Run 1, cell classes on the final placement:
Bar = 50 um.
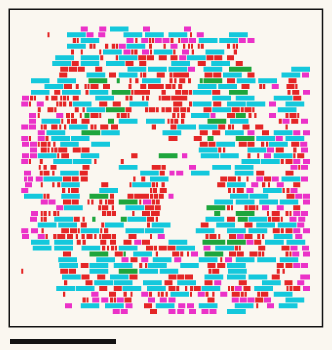
Run 1, I/O nets highlighted:
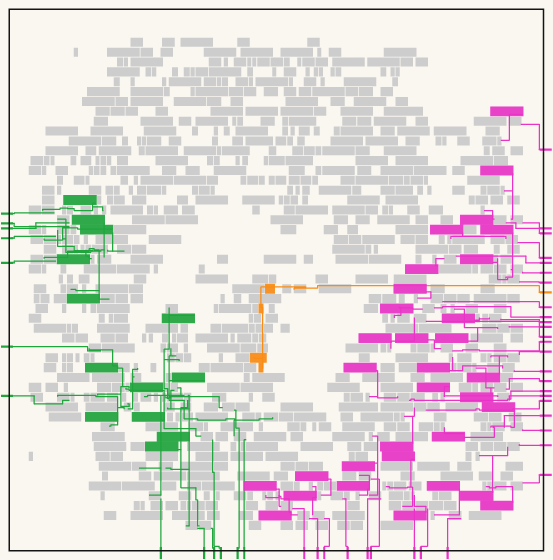
Run 1, signal metal coverage by tile:
Bar = 50 um. 29 x 30 tiles, from dark purple (low) to yellow (high), scaled to the fullest tile. Values are wire area over tile area, all layers added.
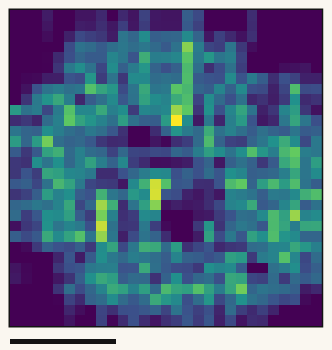
==> config.mk <==
export PLATFORM = sky130hd
export DESIGN_NAME = ifetch_unit
export DESIGN_NICKNAME = d
export VERILOG_FILES = /design/src/rtl/ifetch_unit.sv
export SDC_FILE = /design/constraint.sdc
export NUM_CORES = 1
export LEC_CHECK = 0
export CAP_MARGIN = 15
export CORE_AREA = 5 5 142 144
export DETAILED_ROUTE_END_ITERATION = 7
export DIE_AREA = 0 0 147 149
export GPL_TIMING_DRIVEN = 1
export PLACE_DENSITY = 0.69
export SLEW_MARGIN = 20
export SYNTH_ARGS = -nofsm -noshare
export SYNTH_HDL_FRONTEND = slang
export SYNTH_SLANG_ARGS = --single-unit
==> constraint.sdc <==
create_clock -name clock -period 7.9 [get_ports clock]
set_clock_uncertainty 0.15 [all_clocks]
set_input_delay 1.58 -clock clock [delete_from_list [all_inputs] [get_ports clock]]
set_output_delay 1.58 -clock clock [all_outputs]
set_load 0.01 [all_outputs]
==> out/results.ini, run 1 <==
[outcome]
status = completed

[synth]
ys_sh_mux_pct = 19.06
topCellsByArea = dfrtp_1 (57%), mux2_2 (11%), mux2i_1 (7.6%)
ys_warn_count = 0
synth_adder_area_share_pct = 0.6957
ys_area_um2 = 8273
ys_sh_simple_pct = 9.891
top_cells_by_count = dfrtp_1 (187), mux2_2 (84), nor2_1 (71)
synth-xor-area-share_pct = 3.282
logic_family = multiplexers
post-synth-top-count-cell = dfrtp_1

[global_routing]
overflow = 0
antenna_found_initial = 0
grt_max_degree = 117

[final_timing]
tightest_slew_ns = 0.9402
fin_tns_setup_ns = 0
setup-violations-final = 0
max_freq_mhz = 215.2
layout_worst_path_cycle_share_pct = 58.81
slew_headroom_pct = 37.32

[clocking]
holdBufCountCts = 0
tritoncts = built
h-tree-depth = 4

[floorplanning]
fp.dieW_um = 147
fp.dieH_um = 149

[routing]
drt_iter0_markers = 227

[worst_setup_path]
crit_type = in2reg

[flow_run]
maxCapViolCount = 0
tool_warnings = 30

[finish]
syn_to_final_growth_pct = 24.62

About 'cell classes on the final placement':
Red shows remaining logic cells, cells 465, share of their area 33%. Magenta shows remaining buffers and delay cells, cells 147, share of their area 15%. Cyan shows sequential cells, cells 187, share of their area 47%. Green shows clock drivers and dummy loads, cells 30, share of their area 5.7%.
Finished Cell Area: 10310 um2
fraction of area in registers: 45.39%
std cell rows: 50
core footprint: 18580 um2
final core occ: 55.49%

About 'I/O nets highlighted':
Magenta shows out_instr, direction output, end cells 32, buffers 32, wire 925 um. Green shows rom_addr, direction output, end cells 13, buffers 13, wire 789 um. Orange shows out_ready, direction input, end cells 4, buffers 1, wire 109 um.
Port Buf Inserts: 141
IO Count: 146

About 'signal metal coverage by tile':
The densest ninth of the die: middle right. 15% of the tiles are nearly empty. The emptiest ninth of the die: upper right.
final wirelength: 17.51 mm
routed vias: 5401
wire per inst: 16.47 um

## run 1: critical path: stages
cell             delay, ns
clkdlybuf4s50_1       0.54
and3b_4               0.24
o21ai_0               0.11
fa_1                  0.39
xnor2_1               0.37
nand4_1               0.68
nor4_1                0.60
xnor2_1               0.18
o21ai_1               0.07
## run 1: placed cells by master, fill, tap and decap left out, types with 6 or more instances in the layout
master,n
nand2_1,52
a21oi_1,64
xor2_1,6
o21ai_1,9
o21ai_0,30
dfrtp_1,187
inv_1,9
xnor2_1,25
clkdlybuf4s50_1,139
mux2_2,84
nand3_1,7
mux2i_1,63
clkbuf_16,17
nor2_1,71
## run 1: power breakdown
part	internal [mW]	total, mW	switching (mW)
Clock	0.481	0.831	0.351
Sequential	1.36	1.60	0.244
Combinational	0.753	1.36	0.604
## run 1: cell families after synthesis
family          after synthesis
mux                         147
compound gates              105
flops                       187
xor+xnor                     31
simple gates                167
other cells                   1
fa+ha+maj                     4
buf+inv                      65
## run 1: metrics by stage
stage | area (um2) | cells | setup WS (ns)
after global placement | 9732 | 1033 | 2.903
final | 10310 | 1063 | 3.254
after CTS | 10310 | 1063 | 3.238
after floorplan | 8277 | 708 | 3.615
after global routing | 10310 | 1063 | 3.056
after detailed placement | 9732 | 1033 | 2.800
## run 1: cell type report
class | count | area (um2)
Multi-Input combinational cell | 456 | 3271
Tap cell | 234 | 292.8
Inverter | 9 | 33.78
Clock inverter | 10 | 117.6
Sequential cell | 187 | 4679
Fill cell | 1564 | 8270
Clock buffer | 20 | 456.7
Timing Repair Buffer | 147 | 1459
## run 1: metal layers
layer	GRT usage (%)	vias up	wire length (um)
met5	0	-	0
met4	5.033	0	121
met3	3.555	9	669
met2	26.96	121	8443
met1	22.72	2637	8271
li1	-	2634	-
--- run 2 (diff from run 1) ---
clock period = 4.64 ns   (was 7.9 ns; I/O delays follow)
Run 2, cell classes on the final placement:
Bar = 50 um.
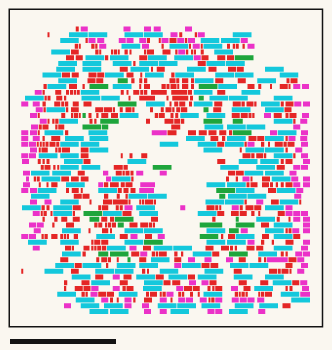
Green shows clock drivers and dummy loads, cells 31, share of their area 5.7%. Red shows remaining logic cells, cells 465, share of their area 33%. Magenta shows remaining buffers and delay cells, cells 150, share of their area 15%. Cyan shows sequential cells, cells 187, share of their area 46%.
fraction of area in registers: 45.01%
final core occ: 55.95%
Finished Cell Area: 10400 um2

Run 2, routing congestion:
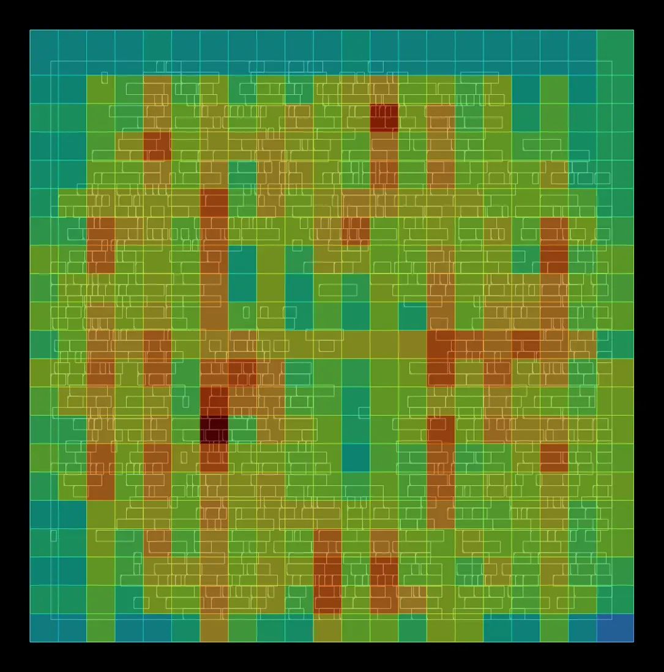
GRT Max-Usage Layer: met2
GR Layer Usage met3: 4.072%

Run 2, I/O nets highlighted:
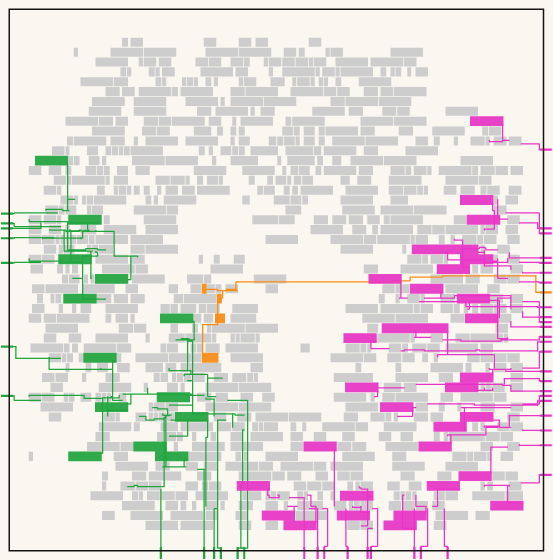
Green shows rom_addr, direction output, end cells 13, buffers 13, wire 793 um. Orange shows out_ready, direction input, end cells 4, buffers 1, wire 130 um. Magenta shows out_instr, direction output, end cells 32, buffers 32, wire 865 um.

==> out/results.ini, run 2 <==
[synth]
enable_flop_cells = 0
ys_warn_count = 0  ; unchanged
ys_area_um2 = 8273  ; unchanged
top_cells_by_count = dfrtp_1 (187), mux2_2 (84), nor2_1 (71)
post-synth-top-count-cell = dfrtp_1
topCellsByArea = dfrtp_1 (57%), mux2_2 (11%), mux2i_1 (7.6%)
top_area_cell = dfrtp_1
synth_top_flop_cell = dfrtp_1
top_area_share_pct = 56.56
ys_types = 38

[global_routing]
antenna_found_initial = 0  ; unchanged
use_met2_pct = 27.08  ; +0.12 points
grt_max_degree = 123  ; +5.1%
grt_pass1_vias = 5739
overflow = 0  ; unchanged
gr-usage-met1_pct = 22.62  ; -0.10 points

[floorplanning]
fp.dieH_um = 149  ; unchanged
floorplan.rows = 50  ; unchanged
ios = 146  ; unchanged
fp.dieW_um = 147  ; unchanged
coreArea_um2 = 18580  ; unchanged

[final_timing]
slew_headroom_pct = 41.50  ; +4.2 points
layout_worst_path_cycle_share_pct = 78.17
rsz0062_at_grt = no
setup-violations-final = 0  ; unchanged
tightest_slew_ns = 0.8775  ; -0.06267 ns
fin_tns_setup_ns = 0  ; unchanged
period_needed_ns = 3.627

[placed_design]
dp.final_hpwl_mm = 11.65
gp_congestion = 0.8055
portBuffers = 141  ; unchanged

[clocking]
h-tree-depth = 4  ; unchanged
post_cts_buffers = 0
ctsRootBufferMaster = clkbuf_16
clkSinkCount = 187
holdBufCountCts = 0  ; unchanged
tritoncts = built

[worst_setup_path]
crit_type = in2reg
cp_data_required_time_ns = 4.79
cp.arrival_ns = 3.78

[finish]
lay_top_count = dfrtp_1
fill_cells = 1534  ; -1.9%
syn_to_final_growth_pct = 25.67

[flow_run]
tool_warnings = 29  ; -3.3%
maxCapViolCount = 0  ; unchanged

[routing]
via_count = 5554  ; +2.8%
routed_wl_mm = 17.74  ; +1.3%
wl_per_cell_um = 16.62  ; +0.93%
drt_iter0_markers = 280  ; +23%

[outcome]
status = completed

-- run 2: cell counts after synthesis --
No cell type changed its count.
-- run 2: kinds of logic after synthesis --
kind of cell             share of synthesized area [%]
XOR/XNOR                                         3.282
AND/OR/NAND/NOR                                  9.891
flip-flops                                       56.56
multiplexers                                     19.06
buffers and inverters                            4.068
AND-OR/OR-AND                                    6.397
adder cells (fa/ha/maj)                         0.6958
other                                          0.04533
-- run 2: layer usage --
metal	up-vias	routed length, um
li1	2636	-
met1	2762	8258
met2	135	8471
met3	21	767
met4	0	237
met5	-	0
-- run 2: worst max-delay path, cell delays in order --
cell,delay (ns)
clkdlybuf4s50_1,0.54
and3b_4,0.24
o21ai_0,0.11
fa_1,0.40
xnor2_1,0.33
nand2_1,0.18
or2_2,0.63
mux2_2,0.40
-- run 2: through the flow --
step	instances	worst slack [ns]	total power, mW	instance area, um2
after floorplan	708	1.007	4.078	8277
after global placement	1035	0.7076	4.986	9784
after detailed placement	1035	0.6071	5.119	9784
after CTS	1066	1.065	6.565	10360
after global routing	1067	0.8909	6.927	10400
final	1067	1.013	6.480	10400
-- run 2: power by group --
group          internal (mW)  leakage [nW]  switching, mW
Clock                  0.809         0.284          0.609
Combinational           1.29          1.79           1.04
Sequential              2.31          2.28          0.413
-- run 2: final cells by class --
type                       count  area [um2]  share of cell area [%]
clock buffer                  22       494.2                   4.754
clock inverter                 9       86.33                  0.8304
inverter                       9       33.78                  0.3249
multi-input combinational    456        3271                   31.46
sequential                   187        4679                   45.01
tap                          234       292.8                   2.816
timing repair buffer         150        1539                   14.80
Power and IR drop assume default switching activity.
